`src/rtl/io_pkg.sv`:
```
// Shared definitions for the memory-mapped I/O port controller.
// Holds register offsets (derived from the output channel count), STATUS/CTRL bit
// positions and the FIFO count-width helper.
package io_pkg;

    // Register offsets relative to the controller base address.
    function automatic int unsigned in_data_offset(input int unsigned out_ch);
        return out_ch;
    endfunction

    function automatic int unsigned status_offset(input int unsigned out_ch);
        return out_ch + 1;
    endfunction

    function automatic int unsigned ctrl_offset(input int unsigned out_ch);
        return out_ch + 2;
    endfunction

    // A FIFO of depth D needs to represent 0..D, hence one bit more than the pointer.
    function automatic int unsigned cnt_width(input int unsigned depth);
        return $clog2(depth) + 1;
    endfunction

    // STATUS bit positions
    localparam int unsigned StatusEmptyBit = 0;
    localparam int unsigned StatusFullBit  = 1;
    localparam int unsigned StatusOvfBit   = 2;
    localparam int unsigned StatusUnfBit   = 3;
    localparam int unsigned StatusCountLsb = 8;

    // CTRL bit positions
    localparam int unsigned CtrlIrqEnBit = 0;
    localparam int unsigned CtrlFlushBit = 1;

endpackage

```
`src/rtl/io_sync_fifo.sv`:
```
// Synchronous FIFO with occupancy count.
// Ports:
//   clk, reset (async, active-low)
//   push/din  : store din when not full (a push while full is dropped)
//   pop       : advance head when not empty (a pop while empty is ignored)
//   flush     : empty the FIFO; takes priority over push and pop
//   dout      : current head entry (combinational)
//   count     : number of stored entries, 0..DEPTH
//   full/empty: occupancy flags, evaluated on the current (pre-edge) count
module io_sync_fifo
    import io_pkg::*;
#(
    parameter int unsigned DATA_W = 32,
    parameter int unsigned DEPTH  = 4
) (
    input  logic                            clk,
    input  logic                            reset,
    input  logic                            push,
    input  logic                            pop,
    input  logic                            flush,
    input  logic [DATA_W-1:0]               din,
    output logic [DATA_W-1:0]               dout,
    output logic [cnt_width(DEPTH)-1:0]     count,
    output logic                            full,
    output logic                            empty
);

    localparam int unsigned PtrW = $clog2(DEPTH);
    localparam int unsigned CntW = cnt_width(DEPTH);

    logic [DATA_W-1:0] mem_q [DEPTH];
    logic [PtrW-1:0]   wr_ptr_q, wr_ptr_d;
    logic [PtrW-1:0]   rd_ptr_q, rd_ptr_d;
    logic [CntW-1:0]   count_q, count_d;
    logic              do_push, do_pop;

    assign full    = (count_q == CntW'(DEPTH));
    assign empty   = (count_q == '0);
    assign do_push = push && !full;
    assign do_pop  = pop && !empty;
    assign dout    = mem_q[rd_ptr_q];
    assign count   = count_q;

    // DEPTH is a power of two, so pointer wrap is the natural overflow of PtrW bits.
    always_comb begin
        wr_ptr_d = wr_ptr_q;
        rd_ptr_d = rd_ptr_q;
        count_d  = count_q;
        if (flush) begin
            wr_ptr_d = '0;
            rd_ptr_d = '0;
            count_d  = '0;
        end else begin
            if (do_push) wr_ptr_d = wr_ptr_q + 1'b1;
            if (do_pop)  rd_ptr_d = rd_ptr_q + 1'b1;
            unique case ({do_push, do_pop})
                2'b10:   count_d = count_q + 1'b1;
                2'b01:   count_d = count_q - 1'b1;
                default: count_d = count_q;
            endcase
        end
    end

    always_ff @(posedge clk or negedge reset) begin
        if (!reset) begin
            wr_ptr_q <= '0;
            rd_ptr_q <= '0;
            count_q  <= '0;
        end else begin
            wr_ptr_q <= wr_ptr_d;
            rd_ptr_q <= rd_ptr_d;
            count_q  <= count_d;
        end
    end

    // Storage is not reset; entries are only observable once pushed.
    always_ff @(posedge clk) begin
        if (do_push) begin
            mem_q[wr_ptr_q] <= din;
        end
    end

endmodule

```
`src/rtl/io_port_ctrl.sv`:
```
// Memory-mapped I/O port controller on the data-memory bus.
// Provides OUT_CH registered output channels and an IN_DEPTH-deep input capture FIFO
// with status, sticky overflow/underflow flags and a level interrupt.
// Ports:
//   clk, reset (async, active-low)
//   wr_en/rd_en/addr/wdata : bus access strobes, register address, write data
//   rdata/rvalid           : registered read data, valid one cycle after rd_en
//   in_data/in_strobe      : external sample captured into the FIFO
//   io_out                 : output channels, channel k at [k*DATA_W +: DATA_W]
//   irq                    : registered level interrupt
//   in_ready               : FIFO not full
module io_port_ctrl
    import io_pkg::*;
#(
    parameter int unsigned DATA_W   = 32,
    parameter int unsigned OUT_CH   = 2,
    parameter int unsigned IN_DEPTH = 4,
    parameter int unsigned ADDR_W   = 4
) (
    input  logic                     clk,
    input  logic                     reset,
    input  logic                     wr_en,
    input  logic                     rd_en,
    input  logic [ADDR_W-1:0]        addr,
    input  logic [DATA_W-1:0]        wdata,
    output logic [DATA_W-1:0]        rdata,
    output logic                     rvalid,
    input  logic [DATA_W-1:0]        in_data,
    input  logic                     in_strobe,
    output logic [OUT_CH*DATA_W-1:0] io_out,
    output logic                     irq,
    output logic                     in_ready
);

    localparam int unsigned CntW = cnt_width(IN_DEPTH);

    localparam logic [ADDR_W-1:0] AddrInData = ADDR_W'(in_data_offset(OUT_CH));
    localparam logic [ADDR_W-1:0] AddrStatus = ADDR_W'(status_offset(OUT_CH));
    localparam logic [ADDR_W-1:0] AddrCtrl   = ADDR_W'(ctrl_offset(OUT_CH));

    logic [DATA_W-1:0] out_q [OUT_CH];
    logic [DATA_W-1:0] out_d [OUT_CH];
    logic              ovf_q, ovf_d;
    logic              unf_q, unf_d;
    logic              irq_en_q, irq_en_d;
    logic              irq_q, irq_d;
    logic [DATA_W-1:0] rdata_q, rdata_d;
    logic              rvalid_q;

    logic [OUT_CH-1:0] sel_out;
    logic              sel_in, sel_status, sel_ctrl;

    logic              fifo_pop, fifo_flush;
    logic [DATA_W-1:0] fifo_dout;
    logic [CntW-1:0]   fifo_count;
    logic              fifo_full, fifo_empty;

    logic [DATA_W-1:0] status_word, ctrl_word, rd_mux;

    // Address decode; addresses above CTRL select nothing.
    always_comb begin
        for (int k = 0; k < OUT_CH; k++) begin
            sel_out[k] = (addr == ADDR_W'(k));
        end
    end

    assign sel_in     = (addr == AddrInData);
    assign sel_status = (addr == AddrStatus);
    assign sel_ctrl   = (addr == AddrCtrl);

    assign fifo_pop   = rd_en && sel_in;
    assign fifo_flush = wr_en && sel_ctrl && wdata[CtrlFlushBit];

    io_sync_fifo #(
        .DATA_W (DATA_W),
        .DEPTH  (IN_DEPTH)
    ) u_in_fifo (
        .clk   (clk),
        .reset (reset),
        .push  (in_strobe),
        .pop   (fifo_pop),
        .flush (fifo_flush),
        .din   (in_data),
        .dout  (fifo_dout),
        .count (fifo_count),
        .full  (fifo_full),
        .empty (fifo_empty)
    );

    always_comb begin
        status_word = '0;
        status_word[StatusEmptyBit]         = fifo_empty;
        status_word[StatusFullBit]          = fifo_full;
        status_word[StatusOvfBit]           = ovf_q;
        status_word[StatusUnfBit]           = unf_q;
        status_word[StatusCountLsb +: CntW] = fifo_count;

        ctrl_word = '0;
        ctrl_word[CtrlIrqEnBit] = irq_en_q;
    end

    // Read mux sees pre-write state, so a same-cycle write does not affect the read.
    always_comb begin
        rd_mux = '0;
        for (int k = 0; k < OUT_CH; k++) begin
            if (sel_out[k]) rd_mux = out_q[k];
        end
        if (sel_in)     rd_mux = fifo_empty ? '0 : fifo_dout;
        if (sel_status) rd_mux = status_word;
        if (sel_ctrl)   rd_mux = ctrl_word;
    end

    always_comb begin
        for (int k = 0; k < OUT_CH; k++) begin
            out_d[k] = (wr_en && sel_out[k]) ? wdata : out_q[k];
        end

        irq_en_d = irq_en_q;
        if (wr_en && sel_ctrl) irq_en_d = wdata[CtrlIrqEnBit];

        // A new event in the same cycle as a W1C clear wins, so it is never lost.
        ovf_d = ovf_q;
        unf_d = unf_q;
        if (wr_en && sel_status && wdata[StatusOvfBit]) ovf_d = 1'b0;
        if (wr_en && sel_status && wdata[StatusUnfBit]) unf_d = 1'b0;
        if (in_strobe && fifo_full) ovf_d = 1'b1;
        if (fifo_pop && fifo_empty) unf_d = 1'b1;

        rdata_d = rd_en ? rd_mux : rdata_q;
        irq_d   = irq_en_q && (!fifo_empty || ovf_q);
    end

    always_ff @(posedge clk or negedge reset) begin
        if (!reset) begin
            for (int k = 0; k < OUT_CH; k++) begin
                out_q[k] <= '0;
            end
            ovf_q    <= 1'b0;
            unf_q    <= 1'b0;
            irq_en_q <= 1'b0;
            irq_q    <= 1'b0;
            rdata_q  <= '0;
            rvalid_q <= 1'b0;
        end else begin
            for (int k = 0; k < OUT_CH; k++) begin
                out_q[k] <= out_d[k];
            end
            ovf_q    <= ovf_d;
            unf_q    <= unf_d;
            irq_en_q <= irq_en_d;
            irq_q    <= irq_d;
            rdata_q  <= rdata_d;
            rvalid_q <= rd_en;
        end
    end

    always_comb begin
        for (int k = 0; k < OUT_CH; k++) begin
            io_out[k*DATA_W +: DATA_W] = out_q[k];
        end
    end

    assign rdata    = rdata_q;
    assign rvalid   = rvalid_q;
    assign irq      = irq_q;
    assign in_ready = !fifo_full;

endmodule

```
`config.mk`:
```
export PLATFORM = sky130hd
export DESIGN_NAME = io_port_ctrl
export DESIGN_NICKNAME = d
export VERILOG_FILES = /design/src/rtl/io_pkg.sv /design/src/rtl/io_sync_fifo.sv /design/src/rtl/io_port_ctrl.sv
export SDC_FILE = /design/constraint.sdc
export NUM_CORES = 1
export LEC_CHECK = 0
export CAP_MARGIN = 15
export CORE_MARGIN = 5
export CORE_UTILIZATION = 30
export CTS_CLUSTER_SIZE = 20
export DETAILED_ROUTE_END_ITERATION = 16
export PLACE_DENSITY_LB_ADDON = 0.15
export SLEW_MARGIN = 20
export SYNTH_ARGS = -nofsm -noshare
export SYNTH_HDL_FRONTEND = slang
export SYNTH_SLANG_ARGS = --single-unit
```
`constraint.sdc`:
```
create_clock -name clk -period 7.5 [get_ports clk]
set_clock_uncertainty 0.1 [all_clocks]
set_input_delay 1.5 -clock clk [delete_from_list [all_inputs] [get_ports clk]]
set_output_delay 1.5 -clock clk [all_outputs]
set_load 0.1 [all_outputs]
```
==> out/qor.csv <==
metric,value,unit
die area,34900,um^2
Place WS,2970,ps
tool warnings,29,
Post-synth EDFFs,128,
switching power,1.81,mW
"Chip Area, Yosys",9370,um^2
"FFs w/ async S/R, synth",45.8,%
First DRT Iteration DRCs,389,
critical path launch point type,register,
Leak,4.48,nW
"Registers, synthesis",236,
Syn Area/Cell,18.0,um^2
final instance area,12400,um^2
setup violators final,0,
post-synthesis simple-gate area fraction,3.31,%
final cycle utilization of the critical path,55.5,%
worst hold path class,register to register,
placed inst area,11500,um^2
Setup CP Type,register to output port,
final worst setup slack,3340,ps
switch share,38.4,%
power per cell area,381,nW/um^2
H-tree levels,1,
yosys cell count,521,
Post-Layout Cell Count,1107,
IO Port Bufs,171,
"Warnings, synthesis",0,
status,finished clean,
Syn Inst Count,521,
Worst-path clk slew,60,ps
"commonest non-fill, non-tap cell in the layout",clkdlybuf4s50_1,
worst-path cell chain,or3b_1 > clkdlybuf4s50_1,
CP max FO,9,
Slowest Stage Delay on Critical Path,1030,ps
Latency at later pin,530,ps
vias in the first global route,6282,
Bufs on Longest Clock Path,3,
antenna violation net count after detailed routing,0,
Final min period,4160,ps
remaining global-route overflow,0,
Top non-seq family,multiplexers,
max-slew violation count,0,
mux share,15.5,%
Post-Syn Area,9370,um^2
cts bufs inserted,27,
Die W,187,um
yosys aoi share,8.40,%
slowest CP cell,clkdlybuf4s50_1,
Core Footprint,30700,um^2
HPWL after detailed placement,15900,um
[flip-flops by register name, indices dropped and copies added (netlist names), 2 cells and up]
signal	flops
u_in_fifo.rd_ptr_q	2
io_out	64
u_in_fifo.wr_ptr_q	2
u_in_fifo.mem_q	128
rdata	32
u_in_fifo.count	3
[layout make-up]
class | count | area [um^2]
Clock buffer | 43 | 828
Fill cell | 2835 | 18400
Sequential cell | 236 | 6550
Tap cell | 396 | 495
Multi-Input combinational cell | 245 | 2680
Inverter | 3 | 11.3
Clock inverter | 7 | 63.8
Timing Repair Buffer | 177 | 1750
[metal layers]
layer	share of wire (%)	vias up	routed length, um
met5	0.044	-	11
met4	1.7	2	426
met3	6.4	35	1580
met2	49	183	12200
met1	43	2886	10700
li1	-	2484	-
[final timing paths]
path	from	end	slack [ps]	depth (start not counted)
max reg2reg	u_in_fifo.count[1]	u_in_fifo.count[2]	4910	6
min reg2reg	unf_q	unf_q	370	2
min	unf_q	unf_q	370	2
min in group asynchronous	reset	io_out[59]	870	1
max	u_in_fifo.count[1]	in_ready	3340	2
max in group asynchronous	reset	u_in_fifo.rd_ptr_q[1]	5040	2
[power groups by stage]
stage | registers (mW) | clock network (mW) | logic, mW
2_1_floorplan | 2.50 | 0 | 0.493
3_3_place_gp | 1.85 | 0 | 1.60
3_5_place_dp | 1.87 | 0 | 1.61
4_1_cts | 1.84 | 1.34 | 1.61
5_1_grt | 1.88 | 1.40 | 1.66
6_report | 1.84 | 1.29 | 1.59
[synth_stat cells (8+ instances only)]
master     instances
a222oi_1          25
buf_2             18
clkbuf_1          18
dfrtp_1          108
edfxtp_1         128
mux2_1            54
mux2_2            11
mux4_2            32
nand2_1           10
nand3_1            8
o21ai_0            8
o2bb2ai_1         30
### Signal wires on met1

Bar = 50 um.
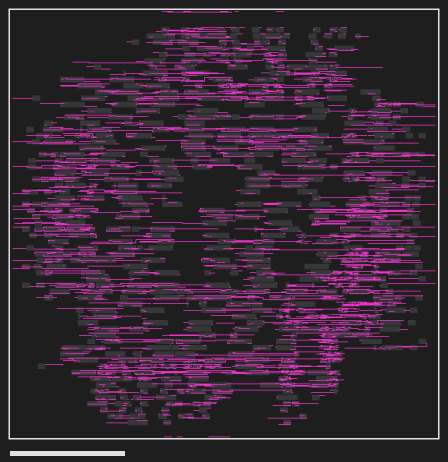
nets with wire on the layer = 688
share of all routed wire = 43%

### Track usage over the die

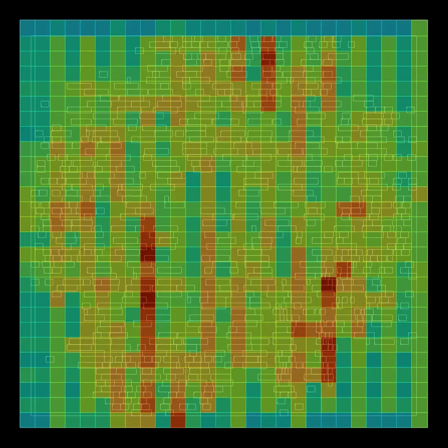
grt met3 use: 3.34%
wire length per cell: 22.5 um
fin util: 40.3%
grt peak-use layer: met2
GR met2 Demand/Resource: 23.7%

### Wire density map

37 x 37 tiles, from white (low) to dark blue (high), scaled to the fullest tile. Values are wire area over tile area, all layers added.
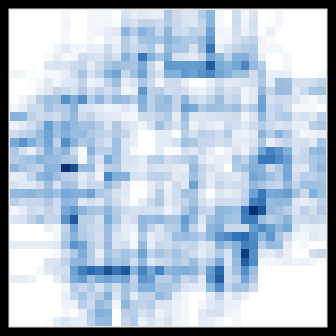
nearly empty tiles = 19%
fullest tile = 0.49
mean over tiles = 0.11
final wirelength: 24,900 um
gr usage total: 14.1%
vias: 5,590

### Close-up of the layout

Bar = 5 um. Window x 130 to 150, y 130 to 150 um. Cells in grey, sequential cells in the stronger grey; small squares are vias.
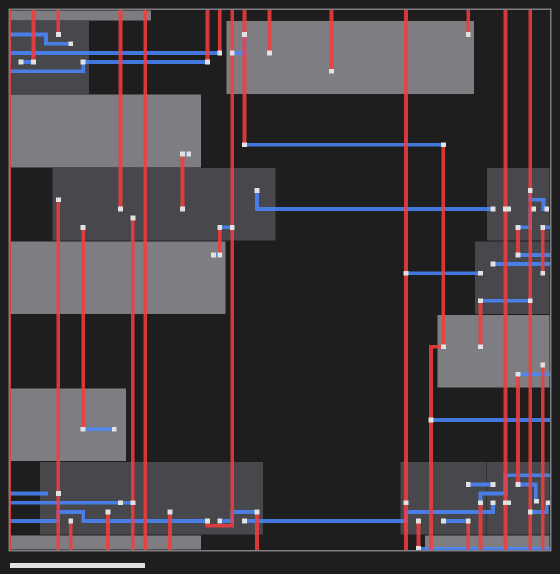
red -> met2
blue -> met1
netlist names of flops here include = u_in_fifo.mem_q (2), rdata (1)
most frequent = o2bb2ai_1 (3)
cells with their middle in the window = 10
sequential cells in the window = 3

Power is estimated from default activity; no workload was simulated.
